[src/rtl/apb_slave_regfile.sv]
`default_nettype none
// +----------------------------------------------------------------------+
// | Module      : apb_slave_regfile                                      |
// | Description : APB3 responder with a bank of NREG read/write          |
// |               registers, WAIT fixed wait states per transfer,        |
// |               registered prdata/pready/pslverr, flat reg_out.        |
// |               Optional macro APB_SLV_ERR_EN reports decode misses    |
// |               on pslverr; otherwise pslverr is tied low.             |
// | Revision    : 1.0 - initial release                                  |
// +----------------------------------------------------------------------+
module apb_slave_regfile #(
   parameter int AW   = 12,
   parameter int DW   = 32,
   parameter int NREG = 8,
   parameter int WAIT = 2
) (
   input  logic               clk,
   input  logic               rst_n,
   input  logic               psel,
   input  logic               penable,
   input  logic               pwrite,
   input  logic [AW-1:0]      paddr,
   input  logic [DW-1:0]      pwdata,
   output logic [DW-1:0]      prdata,
   output logic               pready,
   output logic               pslverr,
   output logic [NREG*DW-1:0] reg_out
);

   localparam int          c_iw       = AW - 2;
   // NREG can equal 2^(AW-2), so the bound needs one extra bit
   localparam logic [c_iw:0] c_nreg     = (c_iw + 1)'(NREG);
   localparam logic [3:0]  c_cnt_init = (WAIT > 0) ? 4'(WAIT - 1) : 4'd0;

   typedef enum logic [1:0] {
      S_IDLE = 2'd0,
      S_WAIT = 2'd1,
      S_DONE = 2'd2
   } state_t;

   state_t            r_state;
   logic [3:0]        r_cnt;
   logic [c_iw-1:0]   r_idx;
   logic              r_hit;
   logic              r_write;
   logic [DW-1:0]     r_regs [NREG];

   logic [c_iw-1:0]   w_idx;
   logic              w_hit;
   logic              w_setup;
   logic              w_enter_done;
   logic [c_iw-1:0]   w_ld_idx;
   logic              w_ld_hit;
   logic              w_ld_write;
   logic [DW-1:0]     w_rd_word;
   logic [DW-1:0]     w_load_val;
   logic              w_err_val;
   logic              w_wr_en;

   // Address decode, and selection of the decode that applies on the edge
   // entering DONE (live bus when coming straight from IDLE, captured otherwise)
   always_comb begin
      w_idx        = paddr[AW-1:2];
      w_hit        = ({1'b0, w_idx} < c_nreg) && (paddr[1:0] == 2'b00);
      w_setup      = psel && !penable;
      w_enter_done = ((r_state == S_IDLE) && w_setup && (WAIT == 0)) ||
                     ((r_state == S_WAIT) && psel && (r_cnt == 4'd0));
      w_ld_idx     = (r_state == S_IDLE) ? w_idx  : r_idx;
      w_ld_hit     = (r_state == S_IDLE) ? w_hit  : r_hit;
      w_ld_write   = (r_state == S_IDLE) ? pwrite : r_write;
      w_rd_word    = '0;
      for (int k = 0; k < NREG; k++) begin
         if (w_ld_idx == c_iw'(k)) begin
            w_rd_word = r_regs[k];
         end
      end
      w_load_val   = (w_ld_hit && !w_ld_write) ? w_rd_word : '0;
`ifdef APB_SLV_ERR_EN
      w_err_val    = !w_ld_hit;
`else
      w_err_val    = 1'b0;
`endif
      w_wr_en      = (r_state == S_DONE) && r_write && r_hit;
   end

   // Transfer sequencing: setup capture, wait-state countdown, abort, completion
   always_ff @(posedge clk or negedge rst_n) begin
      if (!rst_n) begin
         r_state <= S_IDLE;
         r_cnt   <= 4'd0;
         r_idx   <= '0;
         r_hit   <= 1'b0;
         r_write <= 1'b0;
      end else begin
         case (r_state)
            S_IDLE: begin
               if (w_setup) begin
                  r_idx   <= w_idx;
                  r_hit   <= w_hit;
                  r_write <= pwrite;
                  if (WAIT > 0) begin
                     r_state <= S_WAIT;
                     r_cnt   <= c_cnt_init;
                  end else begin
                     r_state <= S_DONE;
                  end
               end
            end
            S_WAIT: begin
               if (!psel) begin
                  r_state <= S_IDLE;
               end else if (r_cnt == 4'd0) begin
                  r_state <= S_DONE;
               end else begin
                  r_cnt <= r_cnt - 4'd1;
               end
            end
            S_DONE:  r_state <= S_IDLE;
            default: r_state <= S_IDLE;
         endcase
      end
   end

   // Response outputs: pready/pslverr pulse in DONE, prdata holds until next load
   always_ff @(posedge clk or negedge rst_n) begin
      if (!rst_n) begin
         prdata  <= '0;
         pready  <= 1'b0;
         pslverr <= 1'b0;
      end else begin
         pready  <= w_enter_done;
         pslverr <= w_enter_done && w_err_val;
         if (w_enter_done) begin
            prdata <= w_load_val;
         end
      end
   end

   // Register bank: a write hit commits on the edge closing DONE
   always_ff @(posedge clk or negedge rst_n) begin
      if (!rst_n) begin
         for (int k = 0; k < NREG; k++) begin
            r_regs[k] <= '0;
         end
      end else begin
         for (int k = 0; k < NREG; k++) begin
            if (w_wr_en && (r_idx == c_iw'(k))) begin
               r_regs[k] <= pwdata;
            end
         end
      end
   end

   generate
      for (genvar k = 0; k < NREG; k++) begin : g_out
         assign reg_out[k*DW +: DW] = r_regs[k];
      end
   endgenerate

endmodule
`default_nettype wire

[config.mk]
export PLATFORM = sky130hd
export DESIGN_NAME = apb_slave_regfile
export DESIGN_NICKNAME = d
export VERILOG_FILES = /design/src/rtl/apb_slave_regfile.sv
export SDC_FILE = /design/constraint.sdc
export NUM_CORES = 1
export LEC_CHECK = 0
export CAP_MARGIN = 0
export CORE_ASPECT_RATIO = 0.7
export CORE_MARGIN = 3
export CORE_UTILIZATION = 51
export DETAILED_ROUTE_END_ITERATION = 7
export PLACE_DENSITY = 0.81
export SLEW_MARGIN = 20
export SYNTH_ARGS = -nofsm -noshare
export SYNTH_HDL_FRONTEND = slang
export SYNTH_SLANG_ARGS = --single-unit
[constraint.sdc]
create_clock -name clk -period 3.05 [get_ports clk]
set_clock_uncertainty 0.1 [all_clocks]
set_input_delay 0.305 -clock clk [delete_from_list [all_inputs] [get_ports clk]]
set_output_delay 0.305 -clock clk [all_outputs]
set_load 0.01 [all_outputs]
### Pin placement, run 1

Pins as bars across the die edge, other pins in grey.
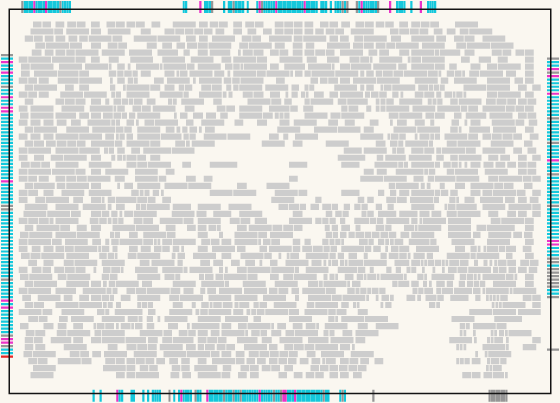
Key: pwdata = magenta [pins 32, direction input, edge 10 west, 9 north, 7 south, 6 east]; reg_out = cyan [pins 256, direction output, edge 76 north, 69 west, 63 south, 48 east]; clk = red [pins 1, direction input, edge west]
All pins by edge: 94 north, 88 south, 87 west, 70 east.

### Clock distribution, run 1

Scale bar: 50 um.
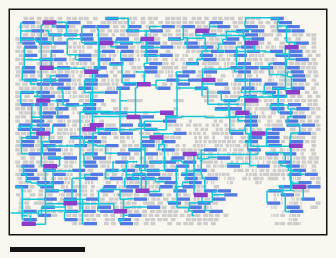
Key: clock drivers = purple [count 30]; clock wires = cyan [length 3830 um]; flip-flops = blue [count 307]
There are 31 routed clock nets. Position of the flops: widely spread.

==> results.py, run 1 <==
# Metrics from the implementation run
metrics = {
    "outcome": {
        "outcome": "finished clean",
    },
    "yosys": {
        "synth.most_common_cell": "dfrtp_1",
        "ff_type": "dfrtp_1",
        "synthAoiAreaFrac_pct": 12.1,
        "synth_top_cell_by_area": "dfrtp_1",
        "yosysSeqAreaShare_pct": 52.0,
        "top_cells_by_area": "dfrtp_1 (52%), mux2_2 (22%), mux4_2 (4.1%)",
        "synthesis.instances": 1164,
        "yosysChipArea_um2": 14800,
        "yosys.area.top_type_share_pct": 52.0,
        "xor_area_share_pct": 0.119,
        "top_logic_kind": "multiplexers",
        "edf_count": 0,
        "yosys.area_share.adder_pct": 0.0847,
        "yosysCellCount": 1164,
        "syn_area_per_cell_um2": 12.7,
        "synth_flop_count": 307,
        "synth_cell_types": 67,
        "synthArstFlopShare_pct": 100,
        "top_cells_by_count": "dfrtp_1 (307), mux2_2 (283), nand2_1 (78), o221ai_1 (58), a31oi_1 (54)",
        "synth.net_count": 1214,
    },
    "global_routing": {
        "grt_most_used_layer": "met2",
        "number_of_antenna_violations_at_the_first_check_in_global_routing": 0,
        "use_met2_pct": 50.7,
        "grt_pass1_wl_um": 80100,
        "grt_start_max_net_pins": 81,
        "gr-usage-met1_pct": 45.9,
        "globalRoute.totalOverflow": 0,
    },
    "cts": {
        "tritoncts_clock_tree": "yes",
        "clkLatencyLatePin_ns": 0.59,
        "cts.repair.resized": 0,
        "clkSinkCount": 307,
        "clockRootBuffer": "clkbuf_16",
        "post_cts_hold_buffer_count": 1,
        "numCtsBuffers": 30,
        "clock_buffer_depth": 3,
    },
    "pwr": {
        "worst_ir_drop_vdd_uv": 469,
    },
    "setup_path": {
        "setup_crit_end_kind": "flop",
        "critical_path_arrival_ns": 3.05,
        "crit_type": "flop to flop",
        "cp.required_ns": 3.39,
        "crit_path_start_kind": "flop",
        "r2r-start": "r_state[1]",
        "cp-startpoint": "r_state[1]",
    },
    "layout": {
        "antenna_cells": 0,
        "nFillCells": 1928,
        "final_util_pct": 71.1,
        "final-instance-count-excl-fill": 1897,
        "nNetsFinal": 1553,
    },
    "timing": {
        "final_report_max_slew_violation_count": 0,
        "unrepaired_setup_endpoints_after_global_routing": "false",
        "tightestPinTransition_ns": 1.13,
        "timing.max_slew.rel_slack_pct": 24.4,
        "hold_violations": 0,
        "fin_setup_tns_ns": 0,
        "final_min_period_over_clock_period_pct": 89.1,
        "hold_ws_ns": 0.186,
    },
    "floorplanning": {
        "std_cell_rows": 51,
        "fp_util_pct": 52.5,
        "dieHeight_um": 148,
    },
    "routing": {
        "antenna_violating_nets_post_route": 0,
        "routed_wl_um": 53100,
        "vias_per_cell": 6.63,
    },
    "placement": {
        "place_inst": 1841,
        "total_half_perimeter_wirelength_after_legalization_and_detailed_placement_um": 35000,
        "placement.cell_area_um2": 18900,
        "place_ws_ns": 0.242,
    },
    "min_path": {
        "holdCritPathClass": "input pin to async pin",
    },
}
### Metal 3, run 1

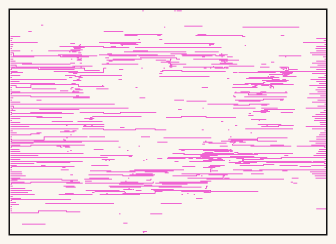
The longest straight run is 76.1 um. The layer holds 12% of the routed length. The layer carries 6420 um of wire.

-- run 1: path summary, 6_finish.rpt --
check	cells after the start	slack [ns]	to
min in group clk	3	0.20	r_write
hold reg to reg	2	0.40	r_idx[4]
setup reg to reg	6	0.33	prdata[6]
max in group asynchronous	3	1.81	reg_out[19]
setup / recovery	6	0.33	prdata[6]
hold / removal	2	0.19	r_idx[7]
-- run 1: layout make-up --
class / instances / area [um^2] / area share, %
flip-flops and latches: 307 / 7680 / 38.4
multi-input cells: 757 / 6740 / 33.7
repair buffers: 395 / 3930 / 19.6
clock buffers: 43 / 860 / 4.30
well taps: 371 / 464 / 2.32
clock inverters: 12 / 273 / 1.36
inverters: 12 / 45.0 / 0.225
-- run 1: power breakdown --
part	total [uW]	internal [uW]	switching, uW
sequential	4610	4330	280
clock	4240	2560	1680
combinational	2920	1290	1630
total	11800	8190	3590
-- run 1: critical path: stages, from the launching register on --
cell	delay, ns
dfrtp_1	0.47
buf_4	0.22
o21ai_0	0.42
nand2_1	0.41
o21ai_4	0.54
a2bb2oi_1	0.26
o211ai_1	0.14
-- run 1: state kept, by name, indices dropped and copies added, names as in the netlist --
name     cells
reg_out    256
prdata      32
r_idx       10
r_cnt        4
r_state      2
pready       1
r_hit        1
r_write      1
-- run 1: cell usage in the layout, fill, tap and decap left out, drive strengths merged, types with 29 or more instances in the layout --
master,netlist,layout
clkdlybuf4s50,0,336
dfrtp,307,307
mux2,284,284
nand2,78,78
o221ai,58,58
buf,55,58
a31oi,54,54
clkbuf,33,43
nor2,38,38
o21ai,38,38
nand3,34,34
o211ai,29,29
-- run 1: routing by layer --
| layer | vias up | part of all wire [%] |
|---|---|---|
| met4 | 0 | 3.7 |
| li1 | 5147 | - |
| met3 | 185 | 12 |
| met1 | 6421 | 40 |
| met2 | 832 | 44 |
| met5 | - | 0 |
## Run 2: what changed since run 1
--- a/config.mk
+++ b/config.mk
@@ -11,7 +11,7 @@
 export CORE_UTILIZATION = 51
 export DETAILED_ROUTE_END_ITERATION = 7
 export PLACE_DENSITY = 0.81
-export SLEW_MARGIN = 20
+export SLEW_MARGIN = 5
 export SYNTH_ARGS = -nofsm -noshare
 export SYNTH_HDL_FRONTEND = slang
 export SYNTH_SLANG_ARGS = --single-unit
==> constraint.sdc (replaced) <==
create_clock -name clk -period 2.6 [get_ports clk]
set_clock_uncertainty 0.1 [all_clocks]
set_input_delay 0.26 -clock clk [delete_from_list [all_inputs] [get_ports clk]]
set_output_delay 0.26 -clock clk [all_outputs]
set_load 0.01 [all_outputs]
### Cell area per tile, run 2

21 x 15 tiles, from white (low) to dark blue (high), 0 to 100% covered.
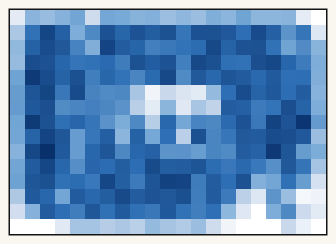
43% of the tiles are over 75% full. The fullest tile reaches 100%. 2.9% of the tiles are nearly empty. The mean over all tiles is 64%. The emptiest ninth of the die: south-east.

### Clock distribution, run 2

Scale bar: 50 um.
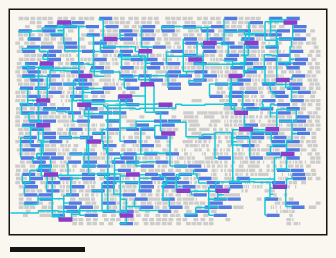
Key: clock drivers = purple [count 30]; flip-flops = blue [count 307]; clock wires = cyan [length 3870 um]
Position of the flops: widely spread. There are 31 routed clock nets.

### Metal 3, run 2

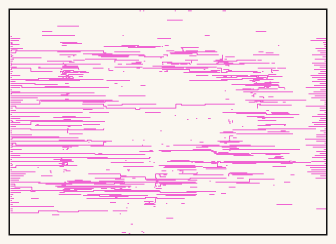
The longest straight run is 64.2 um. The layer carries 6590 um of wire.

==> results.py, run 2 <==
# Metrics from the implementation run
metrics = {
    "outcome": {
        "outcome": "finished clean",
    },
    "pwr": {
        "share_seq_of_total_power_pct": 40.1,
        "internal_power_uw": 9400,
        "power_sequential_uw": 5430,
        "worst_ir_drop_vdd_uv": 576,
        "p_clk_share_pct": 34.4,
        "combinational_cell_fraction_of_total_power_pct": 25.5,
        "net-switching-power_uw": 4160,
    },
    "global_routing": {
        "grt_start_max_net_pins": 78,
        "number_of_antenna_violations_at_the_first_check_in_global_routing": 1,
        "globalRoute.totalOverflow": 0,
        "grt_pass1_wl_um": 80600,
    },
    "timing": {
        "timing.max_slew.rel_slack_pct": 61.5,
        "tightestPinTransition_ns": 0.575,
        "hold_violations": 0,
    },
    "cts": {
        "clkLatencyLatePin_ns": 0.58,
        "clockRootBuffer": "clkbuf_16",
        "clkSinkCount": 307,
    },
    "setup_path": {
        "slowest_delay_ns": 0.55,
        "r2r-start": "r_state[1]",
        "crit_path_start_kind": "flop",
        "rrSetupSlack_ns": 0.09,
        "cp_num_cells": 8,
        "critical_path.reg2reg.endpoint": "prdata[11]",
        "cp.required_ns": 2.99,
        "setup_crit_end_kind": "flop",
        "critical_path_buf_inv_count": 3,
        "reg2reg_depth": 8,
    },
    "layout": {
        "multiInputGateArea_um2": 6740,
        "final_common_cell": "clkdlybuf4s50_1",
        "nFillCells": 1942,
        "largest_reg_flops": 256,
        "nNetsFinal": 1566,
        "layout.cells.most_common_list": "clkdlybuf4s50_1 (336), dfrtp_1 (305), mux2_2 (283), nand2_1 (72), o221ai_1 (58)",
        "regArea_um2": 7680,
    },
    "yosys": {
        "yosysChipArea_um2": 14800,
        "synth.net_count": 1214,
        "synth_flop_count": 307,
        "ff_type": "dfrtp_1",
        "synth_top_cell_by_area": "dfrtp_1",
        "yosys.area.top_type_share_pct": 52.0,
        "edf_count": 0,
        "top_cells_by_count": "dfrtp_1 (307), mux2_2 (283), nand2_1 (78), o221ai_1 (58), a31oi_1 (54)",
        "syn_area_per_cell_um2": 12.7,
        "synth_cell_types": 67,
    },
    "placement": {
        "placement.cell_area_um2": 19100,
        "total_half_perimeter_wirelength_after_legalization_and_detailed_placement_um": 35200,
        "place_ws_ns": -0.0807,
    },
    "routing": {
        "vias_per_cell": 6.59,
        "antenna_violating_nets_post_route": 0,
    },
    "floorplanning": {
        "std_cell_rows": 51,
        "fp_util_pct": 52.5,
    },
}
## run 2: cell types whose count changed in the layout (fill, tap and decap cells not counted), moves of 2 or more
cell / before / now
buf_12: 9 / 24
bufinv_16: 7 / 4
buf_4: 48 / 46
clkbuf_8: 6 / 8
dfrtp_1: 307 / 305
dfrtp_2: 0 / 2
## run 2: cells by family after synthesis
family	synth area share (%)
buf+inv	3.01
simple gates	6.59
other cells	0.0254
fa+ha+maj	0.0846
mux	26.0
xor+xnor	0.119
compound gates	12.1
flops	52.0
## run 2: what timing repair did
| item | 4_1_cts | 5_1_grt |
|---|---|---|
| setup buffers | 0 | 0 |
| setup endpoints to repair | 0 | 246 |
| gates resized | 0 | 2 |
| hold buffers | 1 | 0 |
| hold endpoints to repair | 307 | 0 |
## run 2: area by class of cell
type                       count  share of cell area [%]
clock buffer                  44                    4.37
clock inverter                 9                   0.805
inverter                      12                   0.223
multi-input combinational    757                    33.4
sequential                   307                    38.1
tap                          371                    2.30
timing repair buffer         408                    20.9
## run 2: stage by stage
| step | total power (uW) | cells | hold WS, ns |
|---|---|---|---|
| after detailed placement | 8870 | 1854 | 0.0933 |
| after floorplan | 7260 | 1164 | -0.136 |
| after global routing | 14000 | 1908 | 0.112 |
| final | 13600 | 1908 | 0.0842 |
| after CTS | 13500 | 1908 | 0.0889 |
| after global placement | 8790 | 1854 | 0.0925 |
## run 2: routing by layer
layer | global-route usage (%) | routed length, um | share of wire, % | vias to the layer above
li1 | - | - | - | 5162
met1 | 45.8 | 20800 | 39 | 6340
met2 | 52.1 | 23900 | 45 | 896
met3 | 10.4 | 6590 | 12 | 178
met4 | 11.7 | 2080 | 3.9 | 2
met5 | 0 | 18 | 0.034 | -
## Run 3: what changed since run 2
--- a/config.mk
+++ b/config.mk
@@ -10,7 +10,7 @@
 export CORE_MARGIN = 3
 export CORE_UTILIZATION = 51
 export DETAILED_ROUTE_END_ITERATION = 7
-export PLACE_DENSITY = 0.81
+export PLACE_DENSITY_LB_ADDON = 0.1
 export SLEW_MARGIN = 5
 export SYNTH_ARGS = -nofsm -noshare
 export SYNTH_HDL_FRONTEND = slang
==> results.py, run 3 <==
# Metrics from the implementation run
metrics = {
    "outcome": {
        "outcome": "finished clean",
    },
    "global_routing": {
        "grt_most_used_layer": "met2",
        "grt_start_max_net_pins": 65,
        "globalRoute.totalOverflow": 0,
        "use_met2_pct": 50.8,
        "number_of_antenna_violations_at_the_first_check_in_global_routing": 1,
        "grt_pass1_wl_um": 80700,
        "gr-usage-met1_pct": 47.9,
    },
    "yosys": {
        "ff_type": "dfrtp_1",
        "synthAoiAreaFrac_pct": 12.1,
        "synth_cell_types": 67,
        "synth_flop_count": 307,
        "yosysChipArea_um2": 14800,
        "synth.net_count": 1214,
        "synth-simple-area-share_pct": 6.59,
        "synth.mux.area_fraction_pct": 26.0,
        "top_cells_by_area": "dfrtp_1 (52%), mux2_2 (22%), mux4_2 (4.1%)",
        "top_logic_kind": "multiplexers",
        "syn_area_per_cell_um2": 12.7,
        "yosys.area_share.adder_pct": 0.0847,
        "yosysCellCount": 1164,
        "yosys.area.top_type_share_pct": 52.0,
        "netlist_area_um2": 14800,
        "synthArstFlopShare_pct": 100,
        "top_cells_by_count": "dfrtp_1 (307), mux2_2 (283), nand2_1 (78), o221ai_1 (58), a31oi_1 (54)",
        "edf_count": 0,
        "synth.most_common_cell": "dfrtp_1",
        "xor_area_share_pct": 0.119,
        "synth_top_cell_by_area": "dfrtp_1",
        "yosysSeqAreaShare_pct": 52.0,
    },
    "layout": {
        "final-instance-count-excl-fill": 1920,
        "comb-cell-share_pct": 33.3,
        "antenna_cells": 1,
        "non_clock_buffer_area_share_pct": 21.2,
        "largest_reg_flops": 256,
        "final_common_cell": "clkdlybuf4s50_1",
        "clockBufferCount": 49,
        "post_route_cells_drive_above_1_share_pct": 30.6,
        "share_of_final_layout_cell_area_taken_by_clock_buffers_and_inverters_pct": 5.03,
        "multiInputGateArea_um2": 6740,
        "cell_kind_with_the_greatest_summed_area": "sequential cells",
        "n_multi_input_combinational_cell": 757,
        "regArea_um2": 7680,
        "layout.cells.most_common_list": "clkdlybuf4s50_1 (336), dfrtp_1 (306), mux2_2 (283), nand2_1 (73), o221ai_1 (58)",
        "nFillCells": 1962,
        "num-nonclk-inverters": 12,
        "area.share.sequential_pct": 38.0,
        "nNetsFinal": 1576,
        "n_all_buffers": 418,
    },
    "floorplanning": {
        "tapcell.inserted": 371,
        "fp_util_pct": 52.5,
        "std_cell_rows": 51,
        "dieHeight_um": 148,
    },
    "timing": {
        "tightestPinTransition_ns": 0.550,
        "unrepaired_setup_endpoints_after_global_routing": "false",
        "final_report_max_slew_violation_count": 0,
        "timing.max_slew.rel_slack_pct": 63.2,
        "final_min_period_over_clock_period_pct": 95.5,
        "hold_violations": 0,
        "fin_setup_tns_ns": 0,
    },
    "cts": {
        "clkSinkCount": 307,
        "numCtsBuffers": 30,
        "tritoncts_clock_tree": "yes",
        "cts.repair_timing.setup_buffer_count": 0,
        "clock_buffer_depth": 3,
        "clockRootBuffer": "clkbuf_16",
        "clkLatencyLatePin_ns": 0.57,
    },
    "placement": {
        "total_half_perimeter_wirelength_after_legalization_and_detailed_placement_um": 35500,
        "place_inst": 1864,
    },
    "routing": {
        "wl_met3_um": 5800,
        "route.layer.met1.wl_um": 21500,
        "maxUsedRoutingLayer": "met4",
        "vias_per_cell": 6.56,
        "antenna_violating_nets_post_route": 0,
    },
    "setup_path": {
        "critical_path_arrival_ns": 2.86,
        "critical_path.reg2reg.endpoint": "prdata[1]",
        "cp.required_ns": 2.98,
        "reg2reg_depth": 7,
        "cp-startpoint": "r_state[0]",
        "r2r-start": "r_state[0]",
        "crit_type": "flop to flop",
        "crit_path_start_kind": "flop",
        "setup_crit_end_kind": "flop",
    },
    "min_path": {
        "holdCritPathClass": "input pin to async pin",
    },
    "pwr": {
        "worst_ir_drop_vdd_uv": 504,
    },
}
-- run 3: cell counts after synthesis --
Identical to the previous run, type by type.
-- run 3: repair_timing --
action / in CTS / in global routing
gates resized: 0 / 2
hold buffers: 1 / 0
endpoints found under the setup margin: 0 / 15
hold endpoints to repair: 307 / 0
-- run 3: worst min path at each step --
| stage | start | to | slack (ns) | cells past startpoint |
|---|---|---|---|---|
| 6_report | rst_n | r_cnt[1] | 0.10 | 2 |
| 5_1_grt | rst_n | r_cnt[2] | 0.13 | 2 |
| 4_1_cts | rst_n | r_cnt[1] | 0.11 | 2 |
| 3_5_place_dp | rst_n | r_cnt[2] | 0.11 | 1 |
| 3_3_place_gp | rst_n | r_cnt[2] | 0.11 | 1 |
| 2_1_floorplan | rst_n | prdata[0] | -0.14 | 0 |
-- run 3: stage by stage --
step / setup WS, ns / util (%) / total power (uW) / hold WS [ns] / cell area, um^2
floorplan: 0.380 / - / 7260 / -0.136 / 14800
global placement: -0.0138 / 68.3 / 8900 / 0.106 / 19200
detailed placement: -0.0420 / 68.3 / 8950 / 0.110 / 19200
CTS: 0.132 / 71.9 / 13500 / 0.107 / 20200
global route: 0.0419 / 71.9 / 13900 / 0.128 / 20200
finish: 0.116 / 71.9 / 13500 / 0.103 / 20200
-- run 3: power by group --
group	internal, uW	switching (uW)
logic	1620	1890
clock network	2630	1870
registers	5080	355
-- run 3: worst max-delay path, stage by stage (launching register included) --
cell and delay [ns]:
dfrtp_1 0.53, or2_1 0.38, buf_4 0.21, a211oi_4 0.26
buf_12 0.24, buf_12 0.22, nand2_1 0.17, o221ai_1 0.24
### Metal 3, run 3

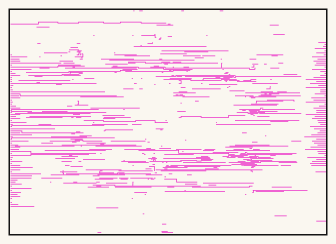
wire length reported by the detailed router: 53000 um
met3 demand-to-capacity share in global routing: 9.02%
routed vias: 12.6k

### Cell area per tile, run 3

21 x 15 tiles, from white (low) to dark blue (high), 0 to 100% covered.
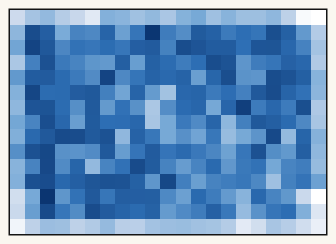
The fullest tile reaches 98%. 0.60% of the tiles are nearly empty. 37% of the tiles are over 75% full.

### Pin placement, run 3

Pins as bars across the die edge, other pins in grey.
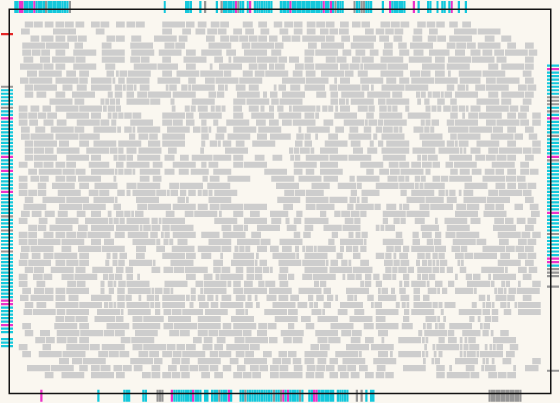
Key: reg_out = cyan [pins 256, direction output, edge 85 north, 64 south, 62 west, 45 east]; pwdata = magenta [pins 32, direction input, edge 11 north, 8 south, 7 west, 6 east]; clk = red [pins 1, direction input, edge west]

Power figures rest on the tool's default switching activity, not on a simulated workload.
